### Clock network drawn from the DEF

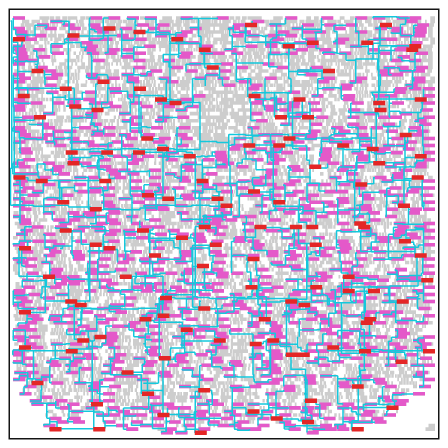
### Placed cells, one color a class

The bar under the picture is 100 um long.
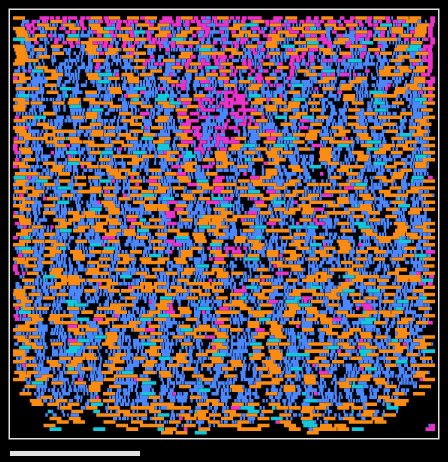
### Floorplan with the power grid

Pins as bars on the die edge. Tap cells in gray.
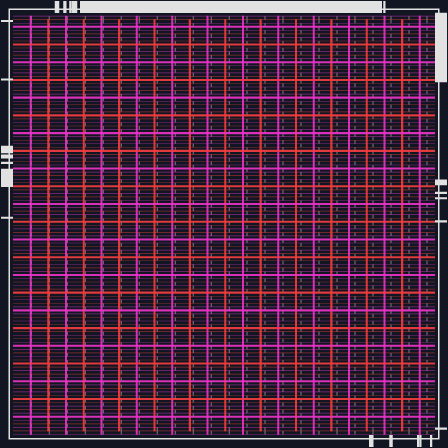
[config.mk]
export PLATFORM = sky130hd
export DESIGN_NAME = id_stage_pipe
export DESIGN_NICKNAME = d
export VERILOG_FILES = /design/src/rtl/id_stage_pipe.sv
export SDC_FILE = /design/constraint.sdc
export NUM_CORES = 2
export LEC_CHECK = 0
export ABC_AREA = 1
export CORE_MARGIN = 2
export CORE_UTILIZATION = 62
export CTS_CLUSTER_SIZE = 16
export DETAILED_ROUTE_END_ITERATION = 16
export PLACE_DENSITY_LB_ADDON = 0.12
export SLEW_MARGIN = 20
export SYNTH_ARGS = -nofsm -noshare
export SYNTH_HDL_FRONTEND = slang
export SYNTH_SLANG_ARGS = --single-unit
[constraint.sdc]
create_clock -name clk -period 4.11 [get_ports clk]
set_clock_uncertainty 0.1 [all_clocks]
set_input_delay 0.6165 -clock clk [delete_from_list [all_inputs] [get_ports clk]]
set_output_delay 0.6165 -clock clk [all_outputs]
set_load 0.05 [all_outputs]
[src/rtl/id_stage_pipe.sv]
// rtl/id_stage_pipe.sv - decode stage with register file, 2-source forwarding and ID/EX valid/ready register
//
// Purpose : decodes the IF/ID instruction, reads the register file (with write-back bypass),
//           selects ALU operands after forwarding and holds them in the ID/EX register.
// Ports   : clk, rst_n                      clock, async active-low reset
//           in_valid/in_ready               upstream handshake
//           instr, pc, opcode               instruction word, PC+1, opcode (combinational)
//           call..sext_sel, alu_src,
//           rd_en1/2, data_hazard, flush    decoded control from CPU_control / hazard unit
//           wb_we, wb_reg, wb_data          register-file write-back port
//           fwd_sel1/2, ex_fwd_data         forwarding selects and EX/MEM result
//           out_valid/out_ready             downstream handshake
//           ex_*                            registered ID/EX content
//           stack_fault                     sticky stack over/underflow flag
// Config  : STACK_CHECK_EN enables the stack fault check; otherwise stack_fault is tied 0.
module id_stage_pipe #(
    parameter int                DATA_W   = 32,
    parameter int                NREG     = 32,
    parameter int                SP_REG   = 29,
    parameter int                EPC_REG  = 30,
    parameter logic [DATA_W-1:0] SP_RESET = 32'h00000FFF,
    parameter logic [DATA_W-1:0] SP_LIMIT = 32'h00000800,
    localparam int               RA_W     = $clog2(NREG)
) (
    input  logic              clk,
    input  logic              rst_n,
    input  logic              in_valid,
    output logic              in_ready,
    input  logic [31:0]       instr,
    input  logic [31:0]       pc,
    output logic [5:0]        opcode,
    input  logic              call,
    input  logic              ret,
    input  logic              push,
    input  logic              pop,
    input  logic              branch,
    input  logic              jreg,
    input  logic              reg2_sel,
    input  logic              sext_sel,
    input  logic [1:0]        alu_src,
    input  logic              rd_en1,
    input  logic              rd_en2,
    input  logic              data_hazard,
    input  logic              flush,
    input  logic              wb_we,
    input  logic [RA_W-1:0]   wb_reg,
    input  logic [DATA_W-1:0] wb_data,
    input  logic [1:0]        fwd_sel1,
    input  logic [1:0]        fwd_sel2,
    input  logic [DATA_W-1:0] ex_fwd_data,
    output logic              out_valid,
    input  logic              out_ready,
    output logic [DATA_W-1:0] ex_op1,
    output logic [DATA_W-1:0] ex_op2,
    output logic [DATA_W-1:0] ex_store_data,
    output logic [RA_W-1:0]   ex_dest,
    output logic [RA_W-1:0]   ex_rs1,
    output logic [RA_W-1:0]   ex_rs2,
    output logic [25:0]       ex_jimm,
    output logic [31:0]       ex_pc,
    output logic              ex_intr_return,
    output logic              stack_fault
);

    logic [DATA_W-1:0] rf_q [NREG];

    logic              sp_op, en1, en2, accept;
    logic [RA_W-1:0]   rs1, rs2, dest;
    logic [DATA_W-1:0] r1, r2, f1, f2, sext, op1_d, op2_d;

    logic              valid_q;
    logic [DATA_W-1:0] op1_q, op2_q, sd_q;
    logic [RA_W-1:0]   dest_q, rs1_q, rs2_q;
    logic [25:0]       jimm_q;
    logic [31:0]       pc_q;
    logic              intr_q;

    assign opcode = instr[31:26];
    assign sp_op  = call | ret | push | pop;
    assign rs1    = sp_op ? RA_W'(SP_REG) : RA_W'(instr[20:16]);
    assign rs2    = reg2_sel ? RA_W'(instr[15:11]) : RA_W'(instr[25:21]);
    assign dest   = (call | ret | push) ? RA_W'(SP_REG) : RA_W'(instr[25:21]);

    // A stalled read port returns 0 so a held-off instruction never sees stale data.
    assign en1 = rd_en1 & ~data_hazard;
    assign en2 = rd_en2 & ~data_hazard;

    assign in_ready = rst_n & ~data_hazard & (~valid_q | out_ready);
    assign accept   = in_valid & in_ready;

    always_ff @(posedge clk or negedge rst_n) begin
        if (!rst_n) begin
            for (int i = 0; i < NREG; i++) begin
                rf_q[i] <= (i == SP_REG) ? SP_RESET : '0;
            end
        end else if (wb_we && (wb_reg != '0)) begin
            rf_q[wb_reg] <= wb_data;
        end
    end

    // Same-cycle write-back bypass; register 0 is hardwired to zero.
    always_comb begin
        r1 = '0;
        if (en1 && (rs1 != '0)) r1 = (wb_we && (wb_reg == rs1)) ? wb_data : rf_q[rs1];
    end

    always_comb begin
        r2 = '0;
        if (en2 && (rs2 != '0)) r2 = (wb_we && (wb_reg == rs2)) ? wb_data : rf_q[rs2];
    end

    always_comb begin
        f1 = r1;
        f2 = r2;
        if (fwd_sel1 == 2'b01) f1 = ex_fwd_data;
        if (fwd_sel1 == 2'b10) f1 = wb_data;
        if (fwd_sel2 == 2'b01) f2 = ex_fwd_data;
        if (fwd_sel2 == 2'b10) f2 = wb_data;
    end

    assign sext = sext_sel ? {{(DATA_W-26){instr[25]}}, instr[25:0]}
                           : {{(DATA_W-16){instr[15]}}, instr[15:0]};

    always_comb begin
        op1_d = '0;
        op2_d = '0;
        case (alu_src)
            2'b00: begin
                op1_d = f1;
                op2_d = f2;
            end
            2'b01: begin
                op1_d = branch ? DATA_W'(pc) : f1;
                op2_d = sext;
            end
            2'b10: begin
                op1_d = f1;
                op2_d = sp_op ? {{(DATA_W-1){1'b0}}, 1'b1} : {{(DATA_W-5){1'b0}}, instr[10:6]};
            end
            default: begin
                op1_d = '0;
                op2_d = '0;
            end
        endcase
    end

    always_ff @(posedge clk or negedge rst_n) begin
        if (!rst_n) begin
            valid_q <= 1'b0;
            op1_q   <= '0;
            op2_q   <= '0;
            sd_q    <= '0;
            dest_q  <= '0;
            rs1_q   <= '0;
            rs2_q   <= '0;
            jimm_q  <= '0;
            pc_q    <= '0;
            intr_q  <= 1'b0;
        end else if (flush) begin
            valid_q <= 1'b0;
        end else if (accept) begin
            valid_q <= 1'b1;
            op1_q   <= op1_d;
            op2_q   <= op2_d;
            sd_q    <= f2;
            dest_q  <= dest;
            rs1_q   <= rs1;
            rs2_q   <= rs2;
            jimm_q  <= instr[25:0];
            pc_q    <= pc;
            intr_q  <= jreg & (rs1 == RA_W'(EPC_REG));
        end else if (out_ready) begin
            valid_q <= 1'b0;
        end
    end

    assign out_valid      = valid_q;
    assign ex_op1         = op1_q;
    assign ex_op2         = op2_q;
    assign ex_store_data  = sd_q;
    assign ex_dest        = dest_q;
    assign ex_rs1         = rs1_q;
    assign ex_rs2         = rs2_q;
    assign ex_jimm        = jimm_q;
    assign ex_pc          = pc_q;
    assign ex_intr_return = intr_q;

`ifdef STACK_CHECK_EN
    logic              fault_q;
    logic [DATA_W-1:0] sp_now;

    // SP as the instruction sees it, including a same-cycle write-back.
    assign sp_now = (wb_we && (wb_reg == RA_W'(SP_REG))) ? wb_data : rf_q[SP_REG];

    always_ff @(posedge clk or negedge rst_n) begin
        if (!rst_n) begin
            fault_q <= 1'b0;
        end else if (accept && (((push | call) && (sp_now <= SP_LIMIT)) ||
                                ((pop | ret) && (sp_now == SP_RESET)))) begin
            fault_q <= 1'b1;
        end
    end

    assign stack_fault = fault_q;
`else
    assign stack_fault = 1'b0;
`endif

endmodule

==> deck_impl_summary.md <==
Run Summary

STA
  • Final worst path period share: between 70% and 80%
  • Unrepaired setup endpoints after global routing: no
  • Final slew viol count: 0
  • Final TNS setup: 0 ns
  • Minimum clock period: around 3.1 ns
  • Rel. slew slack: between 20% and 30%
  • Peak Freq: roughly 0.32 GHz
  • Final setup fails: 0
  • Final Hold Vio Count: 0

Synthesis
  • Mapped Nets: approximately 9400
  • Ys flop type: dfrtp_1
  • Ys Warns: 0
  • Post-synthesis cell type count: a little over 40
  • Seq/Total Area, Yosys: between 40% and 50%
  • Ys cells: slightly above 9000
  • Top cells, area: dfrtp_1 (45%), nand2_1 (19%), nand3_1 (12%), o21ai_0 (9.6%), clkbuf_1 (3.4%)
  • Post-Synthesis Cells: just over 9000
  • Avg Inst Size Synth: 7.06 sq um
  • Netlist Area Pre-Place: roughly 0.065 sq mm
  • Yosys top cell by area: dfrtp_1
  • Max-area cell share: 45.4%
  • EDFF count, synth: 0

Global routing
  • First-pass GRT wire length: approximately 400000 um
  • GRT Total Usage: just under 50%
  • Largest net degree at the start of global routing: roughly 180
  • Initial antenna violation count: 9

Cells and area
  • Seq. cell area: 0.0299 sq mm
  • Fill cells: 8533
  • Commonest Layout Cell: nand2_1
  • Top cells excl fill/tap: nand2_1 (3279), nand3_1 (1521), o21ai_0 (1251)
  • Share of post-route cells with drive strength above 1: under 10%
  • Syn-to-layout area delta: 14.1%
  • # nets final: around 9300

Routing
  • TritonRoute pass-1 iters: 10
  • WL/cell: 25.0 um
  • Starting DRT DRC Count: ~12000
  • Final WL: 265000 um
  • Via count: approximately 70000
  • DRC Markers: 0
  • Final ANT Viol Nets: 0

Clock network
  • Sink Count: roughly 1200
  • CTS tree: done
  • Reg clk slew, reported paths: around 0.06 ns
  • Longest Clk Path Bufs: 3
  • # resized after CTS: 0
  • CTS root buffer: clkbuf_16

Critical path
  • Slowest cell on crit path: nand3_1
  • Worst Path Arrival: around 3.7 ns
  • CP max stage delay: between 0.4 and 0.5 ns
  • Setup CP Type: in2reg
  • Crit start category: input pin
  • Most used cell, CP: nand2_1
  • Crit path DRT: between 4 and 5 ns
  • Reg2reg setup slack: around 1.6 ns

Power
  • Peak VDD IR: about 0.47 mV
  • Power per cell area: just under 500 mW/mm^2
  • Power after layout: 0.0367 W

Outcome
  • Status: finished, final reports clean

Placed design
  • GPL Wtd Cong: 0.970
  • HPWL after DPL: between 150000 and 200000 um

Min path
  • Hold Crit Class: in2async

Die
  • Die footprint: 0.108 sq mm
  • Pre-Place Util: 62.8%
  • IO Pins: around 340
Back to the opening pictures, 'Clock network drawn from the DEF':
[red] cells driving clock nets | count: 134
[cyan] clock wires | length: 15400 um
[magenta] flip-flops | count: 1195
routed clock nets: 135
flops lie: all over the die
Clk. pwr: 0.0123 W
worst-skew pair later-pin latency: 0.77 ns
clock share of power: 33.6%

Back to the opening pictures, 'Placed cells, one color a class':
[orange] flip-flops | cells: 1195 | share of their area: 41%
[cyan] clock drivers and dummy loads | cells: 233 | share of their area: 6.1%
[magenta] other buffers and delay cells | cells: 573 | share of their area: 8.6%
[blue] all other logic | cells: 7201 | share of their area: 44%
final instance area: 0.0745 sq mm
Core Rows: 118
Core Area: 0.104 sq mm
post-layout util: 71.6%

Back to the opening pictures, 'Floorplan with the power grid':
[magenta] VSS
[red] VDD
met4 straps: 23
met1 rails: 119
tap cells: 1380
Die X: 328 um
Die Ht: 328 um

-- path summary, 6_finish.rpt --
check / startpoint / cells after the start / to
setup / recovery: call / 16 / ex_op1[31]$_DFFE_PN0P_
hold / removal: rst_n / 2 / rf_q[33]$_DFFE_PN0P_
setup reg to reg: out_valid$_DFFE_PN0P_ / 10 / ex_op1[2]$_DFFE_PN0P_
hold reg to reg: rf_q[997]$_DFFE_PN0P_ / 0 / rf_q[997]$_DFFE_PN0P_
max in group asynchronous: rst_n / 4 / rf_q[174]$_DFFE_PN0P_
min in group clk: rf_q[997]$_DFFE_PN0P_ / 0 / rf_q[997]$_DFFE_PN0P_
-- logic make-up (layout without fill, tap and decap cells) --
logic type / count (synthesis) / in the layout / synth area share, %
DFF: 1195 / 1195 / 45.9
xor gates and xnor gates: 4 / 4 / 0.0537
other: 1 / 10 / 0.00575
and+or+nand+nor: 5065 / 5065 / 32.3
buffers and inverters: 1117 / 1080 / 6.79
AOI/OAI and AO/OA: 1857 / 1857 / 15.0
-- cell usage after synthesis (8+ instances only) --
cell type  count
nand2_1     3308
inv_1        263
o22ai_1       21
a21o_1        13
nor3_1        13
buf_2        167
nor2_1       193
buf_4          8
clkbuf_1     589
o211ai_1     134
nand3_1     1521
a21oi_1      401
dfrtp_1     1183
buf_1         79
or2_2          8
a2bb2oi_1     13
o21ai_0     1252
dfstp_2       12
-- power by group --
| part | switching (W) | leakage [nW] | internal [W] |
|---|---|---|---|
| logic | 0.00571 | 16.9 | 0.00302 |
| registers | 0.00163 | 15.2 | 0.0140 |
| clock network | 0.00507 | 2.16 | 0.00727 |
| total | 0.0124 | 34.4 | 0.0243 |
-- sequential cells by signal, indices dropped and copies added, names as in the netlist --
| register | cells |
|---|---|
| ex_dest | 5 |
| ex_intr_return | 1 |
| ex_op2 | 32 |
| ex_op1 | 32 |
| rf_q | 1024 |
| ex_rs2 | 5 |
| ex_rs1 | 5 |
| ex_pc | 32 |
| ex_jimm | 26 |
| ex_store_data | 32 |
| out_valid | 1 |
-- layout make-up --
type | instances | share of cell area [%]
Sequential cell | 1195 | 40.2
Tap cell | 1380 | 2.32
Antenna cell | 9 | 0.0302
Timing Repair Buffer | 573 | 8.39
Inverter | 274 | 1.41
Multi-Input combinational cell | 6927 | 41.8
Clock inverter | 36 | 0.617
Clock buffer | 197 | 5.30
-- through the flow --
step	worst slack (ns)	hold WS, ns	utilization [%]	std cells
4_1_cts	1.21	0.243	71.6	10600
5_1_grt	0.917	0.264	71.6	10600
6_report	0.962	0.249	71.6	10600
3_3_place_gp	0.442	0.268	67.3	10300
2_1_floorplan	1.26	0.221	-	9239
3_5_place_dp	0.447	0.268	67.3	10300
-- routing by layer --
metal / wire length, um / vias to the layer above / global-route usage, %
li1: - / 30300 / -
met1: 89000 / 32200 / 60.6
met2: 110000 / 5692 / 69.4
met3: 39400 / 1496 / 15.2
met4: 26000 / 2 / 39.3
met5: 7 / - / 0
-- what timing repair did --
action / in CTS / in global routing
hold buffers: 1 / 0
endpoints found under the hold margin: 23 / 0
setup buffers: 0 / 0
endpoints found under the setup margin: 0 / 0
No activity file was given, so power comes from the tool's default toggle rates.
